<file path="src/rtl/regfile_pkg.sv">
// regfile_pkg -- shared constants for the register file slice.
//   DEFAULT_DATA_W : default register data width
//   DEFAULT_ADDR_W : default register address width (depth = 2**ADDR_W)
//   REG_ZERO       : address of the hard-wired zero register
package regfile_pkg;

  localparam int DEFAULT_DATA_W = 32;
  localparam int DEFAULT_ADDR_W = 5;
  localparam int REG_ZERO       = 0;

endpackage

</file>
<file path="src/rtl/regfile_scoreboard.sv">
// regfile_scoreboard -- one pending bit per architectural register.
// Ports:
//   clock    : rising-edge clock
//   reset    : synchronous active-high reset, clears every bit
//   set_en   : instruction issue marks set_addr as having a write in flight
//   set_addr : register to mark pending
//   clr_en   : writeback retires the write to clr_addr
//   clr_addr : register to clear
//   busy     : registered pending-bit vector, bit 0 is always 0
module regfile_scoreboard
  import regfile_pkg::*;
#(
  parameter int ADDR_W = DEFAULT_ADDR_W
) (
  input  logic                 clock,
  input  logic                 reset,
  input  logic                 set_en,
  input  logic [ADDR_W-1:0]    set_addr,
  input  logic                 clr_en,
  input  logic [ADDR_W-1:0]    clr_addr,
  output logic [2**ADDR_W-1:0] busy
);

  localparam int                DEPTH     = 2**ADDR_W;
  localparam logic [ADDR_W-1:0] ZERO_ADDR = ADDR_W'(REG_ZERO);

  logic [DEPTH-1:0] busy_r;
  logic [DEPTH-1:0] busy_nxt_s;

  // Next-state: clear first, then set, so a same-cycle issue to the
  // register being written back leaves it pending.
  always_comb begin
    busy_nxt_s = busy_r;
    if (clr_en) begin
      busy_nxt_s[clr_addr] = 1'b0;
    end else begin
      busy_nxt_s[clr_addr] = busy_r[clr_addr];
    end
    if (set_en && (set_addr != ZERO_ADDR)) begin
      busy_nxt_s[set_addr] = 1'b1;
    end else begin
      busy_nxt_s[set_addr] = busy_nxt_s[set_addr];
    end
    busy_nxt_s[REG_ZERO] = 1'b0;
  end

  // Pending-bit state register with synchronous reset.
  always_ff @(posedge clock) begin
    if (reset) begin
      busy_r <= {DEPTH{1'b0}};
    end else begin
      busy_r <= busy_nxt_s;
    end
  end

  assign busy = busy_r;

endmodule

</file>
<file path="src/rtl/regfile_sb.sv">
// regfile_sb -- multi-read-port register file with a write scoreboard.
// Ports:
//   clock     : rising-edge clock
//   reset     : synchronous active-high reset (registers and scoreboard to 0)
//   we        : writeback write enable
//   waddr     : writeback destination register
//   wdata     : writeback data
//   raddr     : packed read addresses, port i at [i*ADDR_W +: ADDR_W]
//   rdata     : packed combinational read data, same packing
//   busy_set  : issue of an instruction that will write busy_addr
//   busy_addr : register being marked pending
//   pending   : bit i set when read port i targets a pending register
//   stall     : OR of all pending bits
// Build option: define REGFILE_BYPASS_EN to forward same-cycle writeback
// data to matching read ports (and mask their pending bit). Without it a
// colliding read sees the pre-write value.
module regfile_sb
  import regfile_pkg::*;
#(
  parameter int DATA_W = DEFAULT_DATA_W,
  parameter int ADDR_W = DEFAULT_ADDR_W,
  parameter int NREAD  = 2
) (
  input  logic                    clock,
  input  logic                    reset,
  input  logic                    we,
  input  logic [ADDR_W-1:0]       waddr,
  input  logic [DATA_W-1:0]       wdata,
  input  logic [NREAD*ADDR_W-1:0] raddr,
  output logic [NREAD*DATA_W-1:0] rdata,
  input  logic                    busy_set,
  input  logic [ADDR_W-1:0]       busy_addr,
  output logic [NREAD-1:0]        pending,
  output logic                    stall
);

  localparam int                DEPTH     = 2**ADDR_W;
  localparam logic [ADDR_W-1:0] ZERO_ADDR = ADDR_W'(REG_ZERO);

  logic [DATA_W-1:0] mem_r [DEPTH];
  logic [DEPTH-1:0]  busy_s;
  logic [ADDR_W-1:0] port_addr_s [NREAD];
  logic [NREAD-1:0]  bypass_hit_s;

  regfile_scoreboard #(
    .ADDR_W (ADDR_W)
  ) u_scoreboard (
    .clock    (clock),
    .reset    (reset),
    .set_en   (busy_set),
    .set_addr (busy_addr),
    .clr_en   (we),
    .clr_addr (waddr),
    .busy     (busy_s)
  );

  // Register storage; register 0 is never written so it stays 0.
  always_ff @(posedge clock) begin
    if (reset) begin
      for (int i = 0; i < DEPTH; i++) begin
        mem_r[i] <= {DATA_W{1'b0}};
      end
    end else if (we && (waddr != ZERO_ADDR)) begin
      mem_r[waddr] <= wdata;
    end
  end

  // Per-port read mux and pending lookup, fully independent per port.
  always_comb begin
    rdata   = {(NREAD*DATA_W){1'b0}};
    pending = {NREAD{1'b0}};
    for (int i = 0; i < NREAD; i++) begin
      port_addr_s[i] = raddr[i*ADDR_W +: ADDR_W];
`ifdef REGFILE_BYPASS_EN
      bypass_hit_s[i] = we && (waddr != ZERO_ADDR) && (port_addr_s[i] == waddr);
`else
      bypass_hit_s[i] = 1'b0;
`endif
      if (bypass_hit_s[i]) begin
        rdata[i*DATA_W +: DATA_W] = wdata;
        pending[i]                = 1'b0;
      end else if (port_addr_s[i] == ZERO_ADDR) begin
        rdata[i*DATA_W +: DATA_W] = {DATA_W{1'b0}};
        pending[i]                = 1'b0;
      end else begin
        rdata[i*DATA_W +: DATA_W] = mem_r[port_addr_s[i]];
        pending[i]                = busy_s[port_addr_s[i]];
      end
    end
  end

  assign stall = |pending;

endmodule

</file>
<file path="config.mk">
export PLATFORM = sky130hd
export DESIGN_NAME = regfile_sb
export DESIGN_NICKNAME = d
export VERILOG_FILES = /design/src/rtl/regfile_pkg.sv /design/src/rtl/regfile_scoreboard.sv /design/src/rtl/regfile_sb.sv
export SDC_FILE = /design/constraint.sdc
export NUM_CORES = 2
export LEC_CHECK = 0
export CORE_AREA = 2 2 342 344
export CTS_CLUSTER_DIAMETER = 120
export DETAILED_ROUTE_END_ITERATION = 7
export DIE_AREA = 0 0 344 346
export PLACE_DENSITY_LB_ADDON = 0.12
export SLEW_MARGIN = 20
export SYNTH_ARGS = -nofsm -noshare
export SYNTH_HDL_FRONTEND = slang
export SYNTH_SLANG_ARGS = --single-unit
</file>
<file path="constraint.sdc">
create_clock -name clock -period 4.8 [get_ports clock]
set_clock_uncertainty 0.05 [all_clocks]
set_input_delay 0.96 -clock clock [delete_from_list [all_inputs] [get_ports clock]]
set_output_delay 0.96 -clock clock [all_outputs]
set_load 0.02 [all_outputs]
</file>
Where the registers sit:
Scale bar: 100 um. Other cells in gray.
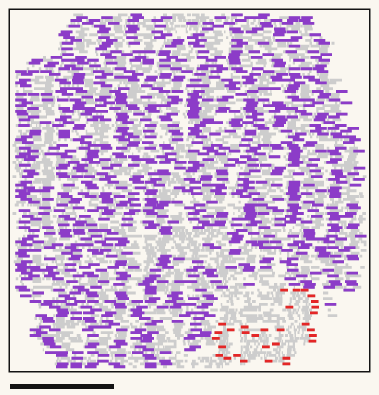
color	signal	placed flops	where
purple	mem_r	1024	spread over the die
red	u_scoreboard.busy	31	lower right

Cell classes on the final placement:
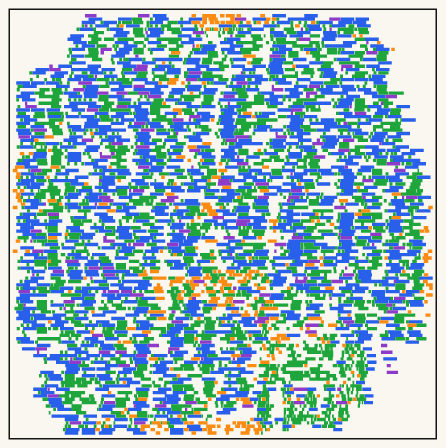
color	class	cells	share of their area
orange	remaining buffers and delay cells	393	6.7%
green	combinational and other logic	2202	39%
blue	sequential cells	1055	49%
purple	clock drivers and dummy loads	213	6.0%

==> CHANGELOG.md <==
### Implementation results

* Outcome: complete, no violations
* Hold buffer count at cts at 0
* 1st-iter DRT viols at between 5000 and 6000
* Max Fclk at 0.213 GHz
* Top pwr grp: sequential cells
* Final Max-Slew Violation Tally at 0
* Worst Path Arrival at ~3700 ps
* First-pass iteration count of the detailed router at 5
* Netlist cell types at 78
* Reg area at between 30000 and 40000 um2
* Final setup TNS at 0 ps
* Placed insts at about 5200
* Post-Syn Area at around 57000 um2
* CP bufs+invs at 3
* Sw Share at about a quarter
* Max incr delay on CP at around 560 ps
* Hold path start: u_scoreboard.busy[10]
* P_seq at ~0.011 W
* NonClk Buf Share at 6.47%
* Hold Path Cell Cnt at 2
* Global Route Usage Sum at roughly a third
* Mux share at 27.5%
* Hold Path End: u_scoreboard.busy[10]
* Hold WS at ~550 ps
* P_leak at ~23 nW
* Asr flop ratio synth at 0%
* GR Overflow Total at 0
* Clock power frac at 39.4%
* Clock buffer depth at 3
* Top cells, area: edfxtp_1 54%, mux4_2 26%, and2_1 11%
* Log Warnings at 27
* Seq share, synth at approximately 55%
* Top logic family: multiplexers
* Routability cong. at about 0.87
* Hold Violations, Final at 0
* Clock network power at slightly above 0.009 W
* Multi-input combinational area share at between 30% and 40%
* Synth area leader: edfxtp_1
* Worst setup endpoint: rdata[14]
* Switch Pwr at slightly below 0.006 W
* Max FO, Critical Path at 30
* Most Crowded Layer GR: met2
* Latency at later pin at around 700 ps
* Met2 WL at 95500 um
* R2R Setup Slk at 1850 ps
* Cells in synth_stat.txt at between 3000 and 4000
* Xor/xnor share at 0.0459%
* Flops at ~1100
* Reg with most FFs: mem_r
* WL final at approximately 200000 um
* TritonCTS Buffers at around 110
* TAP cells at 1524
* Yosys Chip Area at ~57000 um2
* Met1 wire length at 73100 um
* Vias per cell at around 6.8
* Crit path depth at 7
* DP Wirelength at between 100000 and 150000 um
* Number of nets in the layout at approximately 3800
* Setup violators final at 0
* Max-Cap Viols at 0
* ANT cells at 12
* Non-Filler Instances at about 5400
* Synth Flop Type: edfxtp_1
* Fraction of layout cells with a size suffix above 1 at 31.2%
* Logic pwr share at 13.9%
* First-pass GRT wire length at 285000 um
* YS warnings at 0
* FF-to-FF Start: u_scoreboard.busy[27]
* Cell internal pwr at around 0.017 W
* Share of total power in sequential cells at between 40% and 50%
* Critical-path cell list: buf_12 -> buf_12 -> mux4_2 -> mux4_2 -> mux2i_1 -> nor2_1 -> clkdlybuf4s50_1
* Logic area at around 25000 um2
* R2R depth at 7
* Non-clk invs at 4
* Top logic cells by instance count in the layout: 1024 x edfxtp_1, 997 x and2_1, 659 x mux4_2
* Top Ports at 123
* Clk sinks at 1055
* H-tree lvl count at 3
* Dominant logic cell type in the layout: edfxtp_1
* Synth-to-Final Area Change at 16.1%
* Adder share at 0%
* Post-route antenna net violation count at 0
* Vias in the first global route at 37728
* # Post-CTS Setup Buffers at 0
* CTS tree: yes
* Min setup slack post-route at between 100 and 150 ps
* Yosys reg bits at between 1000 and 1500
* Uppermost routed layer: met5
* Yosys top cell area share at around 54%
* Avg Cell Area, Syn at roughly 16 um2
* Fill count at between 8000 and 9000
* Non-clock buffer count at around 390
* CP required at about 3800 ps
* Comb gates at approximately 2200
* DRC Markers at 0
* Root Buffer: clkbuf_16
* Kind of critical path: primary input to primary output
* Met1 Use GR at 46.3%
* Combinational power at approximately 0.0032 W
* Crit. End Element: primary output
* Layout clock area frac at slightly below 6%
* Initial antenna violation count at 23
* Worst-path clk slew at ~60 ps
* Die footprint at between 100000 and 150000 um2
* Top cells by count: 1024 x edfxtp_1, 997 x and2_1, 659 x mux4_2
* Met2 GRT Util at a little over half
* Unrepaired setup endpoints after global routing: no
* CLK BUF at 135
* Seq/total area at 47.2%
* Post-synth EDFFs at slightly above 1000
* Row cnt at around 130
* Top cell category: sequential cells
* Die Height at around 350 um
* CP delay by family, top: multiplexers
* Met3 wire length at ~24000 um
* Slew headroom at 21.5%
* Min Tclk post-route at between 4000 and 5000 ps
* Crit start category: primary input
* Design area at between 60000 and 70000 um2
* Post-Synthesis Cells at roughly 3600
* Largest net degree at the start of global routing at between 50 and 60
Cell density map:
The die is cut into 34 by 35 equal tiles; white is low, dark blue is high, 0 to 100% covered.
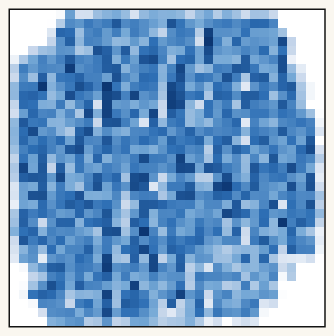
nearly empty tiles	8.7%
mean over tiles	54%
tiles over 75% full	20%
emptiest ninth of the die	lower right
final core occ: 57.6%
core area: 115000 um2
floorplan utilization: 49.6%

Power is estimated from default activity; no workload was simulated.
